`config.mk`:
```
export PLATFORM = sky130hd
export DESIGN_NAME = config_reg_bank
export DESIGN_NICKNAME = d
export VERILOG_FILES = /design/src/rtl/config_reg_bank.sv
export SDC_FILE = /design/constraint.sdc
export NUM_CORES = 1
export LEC_CHECK = 0
export ABC_AREA = 1
export CORE_ASPECT_RATIO = 0.7
export CORE_MARGIN = 1
export CORE_UTILIZATION = 25
export CTS_BUF_LIST = sky130_fd_sc_hd__clkbuf_16
export DETAILED_ROUTE_END_ITERATION = 12
export PLACE_DENSITY = 0.48
export SYNTH_ARGS = -nofsm -noshare
export SYNTH_HDL_FRONTEND = slang
export SYNTH_SLANG_ARGS = --single-unit
```
`constraint.sdc`:
```
create_clock -name clk -period 11.3 [get_ports clk]
set_input_delay 3.39 -clock clk [delete_from_list [all_inputs] [get_ports clk]]
set_output_delay 3.39 -clock clk [all_outputs]
set_load 0.01 [all_outputs]
```
`src/rtl/config_reg_bank.sv`:
```
`default_nettype none
// ============================================================================
//  Module      : config_reg_bank
//  Description : Byte-serial shadow/commit configuration register bank fed
//                from a 32-bit PS GPIO bus (addr[15:0], data[23:16], w_clk[24]).
//  Revision    : 1.0 - initial release
// ============================================================================
module config_reg_bank #(
    parameter int                     REG_BYTES   = 4,
    parameter int                     NUM_REGS    = 4,
    parameter logic [15:0]            BASE_ADDR   = 16'h0000,
    parameter logic [15:0]            COMMIT_ADDR = 16'hFFFF,
    parameter logic [8*REG_BYTES-1:0] RESET_VAL   = '1
) (
    input  logic                              clk,
    input  logic                              rst,
    input  logic [31:0]                       gpio_in,
    output logic [NUM_REGS*8*REG_BYTES-1:0]   reg_out,
    output logic                              commit_pulse,
    output logic                              pending,
    output logic                              overrun
);

    localparam int              c_width   = 8 * REG_BYTES;
    localparam int              c_cnt_w   = $clog2(REG_BYTES + 1);
    localparam logic [c_cnt_w-1:0] c_cnt_max = c_cnt_w'(REG_BYTES);
    localparam logic [16:0]     c_num_regs = 17'(NUM_REGS);

    logic [31:0]          r_sync1;
    logic [31:0]          r_bus_s;
    logic                 r_w_prev;
    logic                 r_commit_pulse;
    logic                 r_pending;
    logic                 r_overrun;

    logic [c_width-1:0]   r_shadow  [NUM_REGS];
    logic [c_width-1:0]   r_active  [NUM_REGS];
    logic [c_cnt_w-1:0]   r_cnt     [NUM_REGS];
    logic [c_width-1:0]   w_shifted [NUM_REGS];

    logic                 w_event;
    logic [15:0]          w_addr;
    logic [7:0]           w_data;
    logic [15:0]          w_offset;
    logic                 w_in_range;
    logic                 w_ctrl;
    logic                 w_commit;
    logic                 w_abort;
    logic [NUM_REGS-1:0]  w_hit;
    logic [NUM_REGS-1:0]  w_sat;
    logic                 w_unused_bits;

    // Two-stage synchronizer on the whole bus; software holds addr/data stable
    // while w_clk is high, so sampling them alongside the strobe is safe.
    always_ff @(posedge clk or posedge rst) begin
        if (rst) begin
            r_sync1  <= '0;
            r_bus_s  <= '0;
            r_w_prev <= 1'b0;
        end else begin
            r_sync1  <= gpio_in;
            r_bus_s  <= r_sync1;
            r_w_prev <= r_bus_s[24];
        end
    end

    assign w_event       = r_bus_s[24] & ~r_w_prev;
    assign w_addr        = r_bus_s[15:0];
    assign w_data        = r_bus_s[23:16];
    assign w_unused_bits = ^r_bus_s[31:25];

    // Unsigned offset plus lower-bound check; the mapped window never wraps.
    assign w_offset   = w_addr - BASE_ADDR;
    assign w_in_range = (w_addr >= BASE_ADDR) && ({1'b0, w_offset} < c_num_regs);

    assign w_ctrl   = w_event && (w_addr == COMMIT_ADDR);
    assign w_commit = w_ctrl & w_data[0];
    assign w_abort  = w_ctrl & ~w_data[0] & w_data[1];

    genvar i;
    generate
        for (i = 0; i < NUM_REGS; i++) begin : g_reg
            assign w_hit[i] = w_event && w_in_range && (w_offset == 16'(i));
            assign w_sat[i] = (r_cnt[i] == c_cnt_max);

            if (c_width > 8) begin : g_shift
                assign w_shifted[i] = {r_shadow[i][c_width-9:0], w_data};
            end else begin : g_replace
                assign w_shifted[i] = w_data;
            end

            always_ff @(posedge clk or posedge rst) begin
                if (rst) begin
                    r_shadow[i] <= RESET_VAL;
                    r_active[i] <= RESET_VAL;
                    r_cnt[i]    <= '0;
                end else if (w_commit) begin
                    r_active[i] <= r_shadow[i];
                    r_cnt[i]    <= '0;
                end else if (w_abort) begin
                    r_shadow[i] <= r_active[i];
                    r_cnt[i]    <= '0;
                end else if (w_hit[i]) begin
                    r_shadow[i] <= w_shifted[i];
                    if (!w_sat[i]) begin
                        r_cnt[i] <= r_cnt[i] + c_cnt_w'(1);
                    end
                end
            end

            assign reg_out[i*c_width +: c_width] = r_active[i];
        end
    endgenerate

    always_ff @(posedge clk or posedge rst) begin
        if (rst) begin
            r_commit_pulse <= 1'b0;
            r_pending      <= 1'b0;
            r_overrun      <= 1'b0;
        end else begin
            r_commit_pulse <= w_commit;
            if (w_commit || w_abort) begin
                r_pending <= 1'b0;
                r_overrun <= 1'b0;
            end else if (|w_hit) begin
                r_pending <= 1'b1;
                if (|(w_hit & w_sat)) begin
                    r_overrun <= 1'b1;
                end
            end
        end
    end

    assign commit_pulse = r_commit_pulse;
    assign pending      = r_pending;
    assign overrun      = r_overrun;

endmodule
`default_nettype wire
```
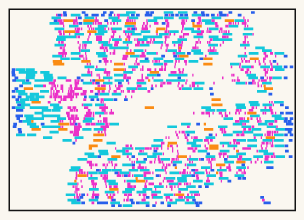
Fig. 1. Placement by cell class.
Drawn at 1 px/um.
remaining buffers and delay cells -> blue  # cells 169, share of their area 10%
clock drivers and dummy loads -> orange  # cells 65, share of their area 7.8%
registers -> cyan  # cells 322, share of their area 51%
remaining logic cells -> magenta  # cells 1239, share of their area 31%
final core utilization: 0.316
Seq area share: 0.481

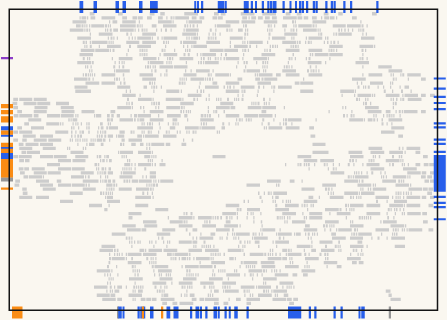
Fig. 2. Pin placement.
Drawn at 1.5 px/um. Pins as bars across the die edge, other pins in gray.
`clk` -> purple  # pins 1, direction input, edge left
`reg_out` -> blue  # pins 128, direction output, edge 47 top, 42 bottom, 32 right, 7 left
`gpio_in` -> orange  # pins 32, direction input, edge 23 left, 9 bottom
all pins by edge = 53 bottom, 47 top, 33 left, 32 right

==> impl_results.rst <==
Synthesis and place-and-route
=============================

.. list-table::
   :header-rows: 1

   * - Metric
     - Value
   * - Run status
     - completed
   * - Launch point of the critical path
     - reg_out[99]$_DFFE_PP1N_
   * - Routed length on met3
     - 1950 um
   * - Dominant register cell in the synthesized netlist
     - sky130_fd_sc_hd__dfstp_2
   * - Worst Path Arrival
     - 1.75 ns
   * - Worst Tran Pin Value
     - 1.02 ns
   * - Yosys cell count
     - 1632
   * - Crit. End Element
     - output pin
   * - Flip-flop and latch power
     - 1.18 mW
   * - Final cell area excluding filler cells
     - 17400 um2
   * - Register-to-Register Path Depth
     - 7
   * - # clk buffers
     - 39
   * - Via count of the routed design
     - 10800
   * - Top cells by count, synth
     - sky130_fd_sc_hd__nand2_1 (750), sky130_fd_sc_hd__dfstp_2 (256), sky130_fd_sc_hd__inv_1 (166)
   * - Final non-clock buffer share
     - 0.0967
   * - Fraction of the cycle the final worst path needs
     - 0.455
   * - R2R Path Start
     - r_bus_s[16]$_DFF_PP0_
   * - Netlist area before placement
     - 14000 um2
   * - Clock tree from TritonCTS
     - yes
   * - Tally of nets with antenna violations remaining after routing
     - 0
   * - CP Buf/Inv Count
     - 1
   * - Number of antenna violations at the first check in global routing
     - 0
   * - Number of multi-input combinational cells
     - 1067
   * - Nets@finish
     - 1811
   * - Synth Warn #
     - 0
   * - Met1 WL
     - 19600 um
   * - Vias in the first global route
     - 10700
   * - Final-layout clock-cell area share
     - 0.0742
   * - Hold violation total from the final report
     - 0
   * - Worst slack, placed
     - 5.92 ns
   * - Flop pwr share
     - 0.468
   * - Max_slew headroom
     - 0.320
   * - Layout Cells excl Fill
     - 2535
   * - Count of buffers added by post-CTS timing repair for setup
     - 0
   * - Capture endpoint of the worst hold path
     - r_bus_s[9]$_DFF_PP0_
   * - Gr ovfl total
     - 0
   * - DR DRC count
     - 0
   * - Multi-input gate area in the final layout
     - 4500 um2
   * - Max_cap viols
     - 0
   * - Final tally of setup violations
     - 0
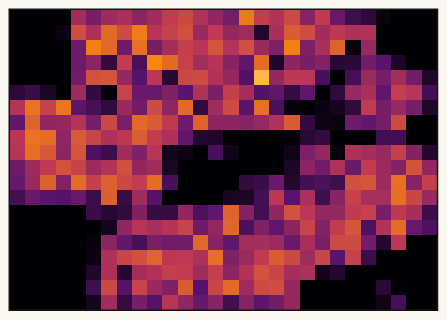
Fig. 3. Local utilization.
Drawn at 1.5 px/um. 28 x 20 tiles, from black (low) to pale yellow (high), 0 to 100% covered.
emptiest ninth of the die = bottom left
mean over tiles = 29%
nearly empty tiles = 24%
tiles over 75% full = 0.20%
fullest tile = 85%

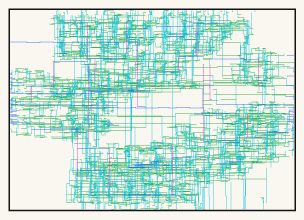
Fig. 4. Metal layers overlaid.
Drawn at 1 px/um.
M2 -> cyan  # wire length 17000 um
M1 -> green  # wire length 19600 um
M4 -> magenta  # wire length 611 um
M3 -> blue  # wire length 1950 um

No activity file was given, so power comes from the tool's default toggle rates.
